Design exec_control_flat, sky130hd; sources not shown.
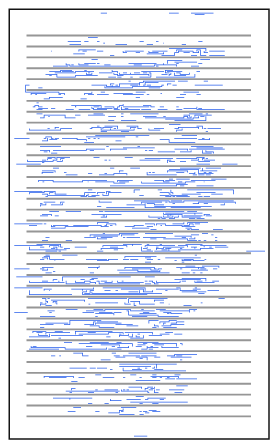
run_1/met1.png
(4 px per um) Supply wires on this layer in grey.
The layer holds 36% of the routed length. The layer carries 2560 um of wire.
drt total wl: 7090 um
vias: 2390
met1 Use GR: 19.9%

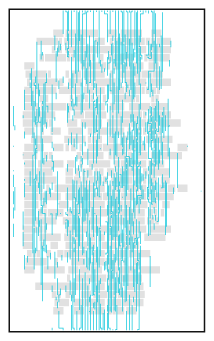
run_1/met2.png
(3 px per um) Cells faint in the background.
The layer carries 3860 um of wire. The wires run mostly vertical. 372 nets have wire on it. The longest straight run is 38.4 um.
GR Layer Usage met2: 37.7%

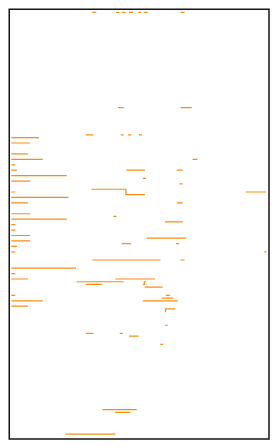
run_1/met3.png
(4 px per um)
The longest straight run is 16.8 um. 53 nets have wire on it. The wires run mostly horizontal. The layer carries 268 um of wire.
met3 GRT Util: 3.77%

==> reports/metrics.yaml, run 1 <==
sta:
  fin_crit_sh_pct: 108
  fmax_mhz: 620
  fin_ws_ns: -0.113
  finalSetupViolCount: 9
  setup_tns_ns: -0.378
finish:
  final_core_util_pct: 68.6
  buffer_area_share_pct: 33.1
  seq_cell_count: 52
  n_all_inverters: 4
  largest_class: "non-clock buffers"
die:
  die_h_um: 107
yosys:
  synth_seq_share_pct: 47.6
  yosysUniqueCellTypes: 43
  synth_cells: 272
  yosysTopAreaCell: "dfxtp_1"
  ys_sh_simple_pct: 26.6
  yosys_warnings: 0
  yosys_cells: 272
global_route:
  antenna_found_initial: 0
  grt_pass1_wl_um: 11000
  grt_overflow_total: 0
route:
  drcViolationCount: 0
  wl_met1_um: 2560
  drtIter0Drc: 120
  wl_met2_um: 3860
  postRouteAntennaNets: 0
  wl_met3_um: 267
worst_setup_path:
  slowest_stage: "dfxtp_2"
  cp.required_ns: 1.72
flow_run:
  max-cap-violations: 0
clocking:
  worstSkewPairLatency_ns: 0.31
  ctsHoldBuffers: 0
  clk_pin_slew_ns: 0.10
run_status:
  status: "finished with violations"
  violations: "setup timing"
[run 1: repair_timing]
action                                  4_1_cts  5_1_grt
endpoints found under the setup margin       15       21
cloned                                        1        0
hold endpoints to repair                      0        0
pin swaps                                    11       20
resized                                      35       25
setup buffers                                 8        2
[run 1: layout by cell type, fill, tap and decap left out, drive strengths merged, types with 3 or more instances in the layout]
| cell | Yosys | layout |
|---|---|---|
| nor2b | 3 | 3 |
| inv | 4 | 4 |
| buf | 9 | 48 |
| clkdlybuf4s50 | 0 | 80 |
| a311oi | 6 | 6 |
| nor2 | 20 | 20 |
| nand4 | 3 | 3 |
| nand2 | 75 | 75 |
| clkbuf | 11 | 7 |
| nand3 | 5 | 5 |
| a211oi | 4 | 4 |
| a21oi | 43 | 43 |
| dfxtp | 52 | 52 |
| o21ai | 5 | 5 |
| nor3 | 6 | 6 |
[run 1: metrics by stage]
step	hold slack, ns	setup slack (ns)	instance area (um2)	power [mW]	cells
4_1_cts	0.231	-0.122	3560	3.40	462
6_report	0.241	-0.113	3660	3.48	463
2_1_floorplan	0.286	-0.00540	2200	1.96	272
3_3_place_gp	0.442	-0.319	3300	2.40	445
5_1_grt	0.243	-0.184	3660	3.62	463
3_5_place_dp	0.446	-0.397	3300	2.42	445
[run 1: critical path, delay by kind of cell, from the launching register on]
kind	cells	cell delay, ns
AND-OR/OR-AND	3	0.70
adder cells (fa/ha/maj)	1	0.13
flip-flops	1	0.36
AND/OR/NAND/NOR	2	0.33
[run 1: report_power, final]
part / switching, mW / internal [mW]
registers: 0.0633 / 1.47
clock network: 0.486 / 0.374
logic: 0.475 / 0.612
==> run 2: changes to the inputs <==
Settings changed: CORE_MARGIN 4 to 2, SKIP_LAST_GASP set to 1.
==> reports/metrics.yaml, run 2 <==
global_route:
  grt_pass1_wl_um: 10200  # was 11000 um
  antenna_found_initial: 0  # unchanged
  grt_overflow_total: 0  # unchanged
finish:
  combGateArea_um2: 1150  # was 1200 um2
  regArea_um2: 1050  # about the same
  fillers: 421  # was 413
  mostFrequentLayoutCell: "clkdlybuf4s50_1"  # unchanged
  largest_reg_flops: 32  # unchanged
  lay_top_cells: "clkdlybuf4s50_1, nand2_1, dfxtp_1, a21oi_1, buf_4"  # was clkdlybuf4s50_1, nand2_1, dfxtp_1, buf_4, a21oi_1
  diodes: 0  # unchanged
flow_run:
  max-cap-violations: 0  # unchanged
sta:
  hold_ws_ns: 0.265  # was 0.241 ns
  drv_slew: 0  # unchanged
  fin_crit_sh_pct: 109  # was 108%
  hold_viol: 0  # unchanged
  fmax_mhz: 614  # was 620 MHz
  finalSetupViolCount: 13  # was 9
  fin_ws_ns: -0.128  # was -0.113 ns
yosys:
  synth_nets: 318  # unchanged
  synth_cells: 272  # unchanged
  synth_seq_share_pct: 47.6  # unchanged
  yosysTopAreaCell: "dfxtp_1"  # unchanged
  yosysUniqueCellTypes: 43  # unchanged
  common_cells: "nand2_1, dfxtp_1, a21oi_1"  # unchanged
  yosys.area_share.adder_pct: 0.572  # unchanged
  yosys_area_um2: 2190  # unchanged
  muxShareOfSynthArea_pct: 0.515  # unchanged
  ys_sh_simple_pct: 26.6  # unchanged
  yosys_warnings: 0  # unchanged
  yosys_cells: 272  # unchanged
  flop_cell: "dfxtp_1"  # unchanged
worst_setup_path:
  crit_cells: 7  # was 6
  cp.required_ns: 1.68  # was 1.72 ns
  slowest_stage: "or4_4"  # was dfxtp_2
  reg2reg_depth: 7  # was 6
  cp_num_buf_inv: 2  # was 0
  cp_top_family: "simple AND/OR/NAND/NOR gates"  # was AND-OR/OR-AND gates
run_status:
  violations: "setup timing"  # unchanged
  status: "finished with violations"  # unchanged
pwr:
  p_leak_nw: 1.33  # was 1.32 nW
  swShare_pct: 27.4  # was 29.4%
  power_mw: 3.61  # was 3.48 mW
  p_per_area_nw_per_um2: 993  # was 949 nW/um2
  max-vdd-ir-drop_mv: 0.727  # was 0.641 mV
  p_sw_mw: 0.988  # was 1.02 mW
  p_seq_share_pct: 42.2  # was 44.0%
  clockPowerShare_pct: 26.9  # was 24.7%
  internal-power_mw: 2.62  # was 2.46 mW
  combPwrFrac_pct: 31.0  # was 31.2%
route:
  postRouteAntennaNets: 0  # unchanged
  drtIter0Drc: 123  # was 120
  wl_met3_um: 219  # was 267 um
  viasPerCell: 5.05  # was 5.16
  wl_met1_um: 2340  # was 2560 um
  drcViolationCount: 0  # unchanged
  wl_met2_um: 3850  # was 3860 um
  dr.pass1.iters: 4  # unchanged
die:
  die_h_um: 103  # was 107 um
  die_w_um: 60.6  # was 64.6 um
  core-area_um2: 5500  # was 5340 um2
clocking:
  ctsHoldBuffers: 0  # unchanged
  worstSkewPairLatency_ns: 0.31  # about the same
  clk_pin_slew_ns: 0.09  # was 0.10 ns
placed_design:
  portBuffers: 83  # unchanged
worst_hold_path:
  hp-class: "primary input to register"  # unchanged
==> run 2: through the flow <==
step                setup TNS, ns  instances  setup WS [ns]  cell area [um2]  util, %
floorplan                -0.00540        272       -0.00540             2200        -
global placement            -3.74        444         -0.336             3280     59.7
detailed placement          -3.42        444         -0.322             3280     59.7
CTS                        -0.600        460         -0.130             3520     64.1
global route                -1.98        462         -0.197             3640     66.2
finish                     -0.737        462         -0.128             3640     66.2
==> run 2: cell type report <==
| type | count | area share [%] |
|---|---|---|
| sequential | 52 | 28.8 |
| inverter | 4 | 0.413 |
| clock inverter | 2 | 1.07 |
| clock buffer | 6 | 2.00 |
| tap | 76 | 2.62 |
| timing repair buffer | 126 | 33.6 |
| multi-input combinational | 196 | 31.6 |
==> run 2: worst register-to-register path, delay by kind of cell (launching register included) <==
kind,cells,cell delay (ns)
flops,1,0.34
compound gates,1,0.13
simple gates,4,0.79
buf+inv,2,0.26
==> run 2: cells by family after synthesis <==
logic type,Yosys count
AOI/OAI and AO/OA,66
and+or+nand+nor,127
buffers and inverters,24
adders and majority gates,1
DFF,52
muxes,1
xor gates and xnor gates,1
==> run 2: per-layer routing <==
metal  track usage (%)  vias up
li1                  -     1158
met5                 0        -
met2              37.1       73
met1              23.3     1081
met3              3.39       20
met4              12.4        0
==> run 2: power by group through the flow <==
stage / clock network, mW / logic (mW) / registers [mW]
2_1_floorplan: 0 / 0.417 / 1.54
3_3_place_gp: 0 / 0.859 / 1.54
3_5_place_dp: 0 / 0.877 / 1.55
4_1_cts: 1.00 / 1.00 / 1.52
5_1_grt: 1.05 / 1.19 / 1.53
6_report: 0.970 / 1.12 / 1.52
==> run 2: timing repair <==
item                                    4_1_cts  5_1_grt
setup buffers                                 7        1
endpoints found under the setup margin       14       52
pin swaps                                     6       11
cloned                                        1        1
resized                                      27       27
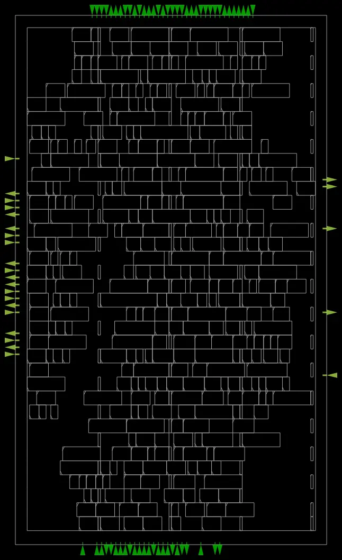
run_2/final_placement.png
non-filler cells, final: 462
flop share of the area: 28.8%

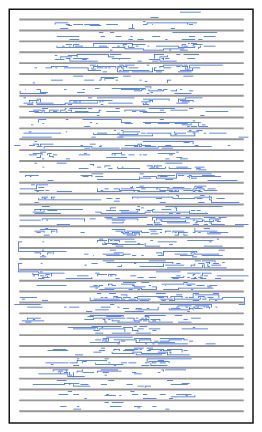
run_2/met1.png
(4 px per um) Supply wires on this layer in grey.
The layer carries 2340 um of wire. The layer holds 35% of the routed length. 390 nets have wire on it. The longest straight run is 16.6 um.
drt total wl: 6660 um
met1 Use GR: 23.3%
vias: 2332

Power and IR drop assume default switching activity.
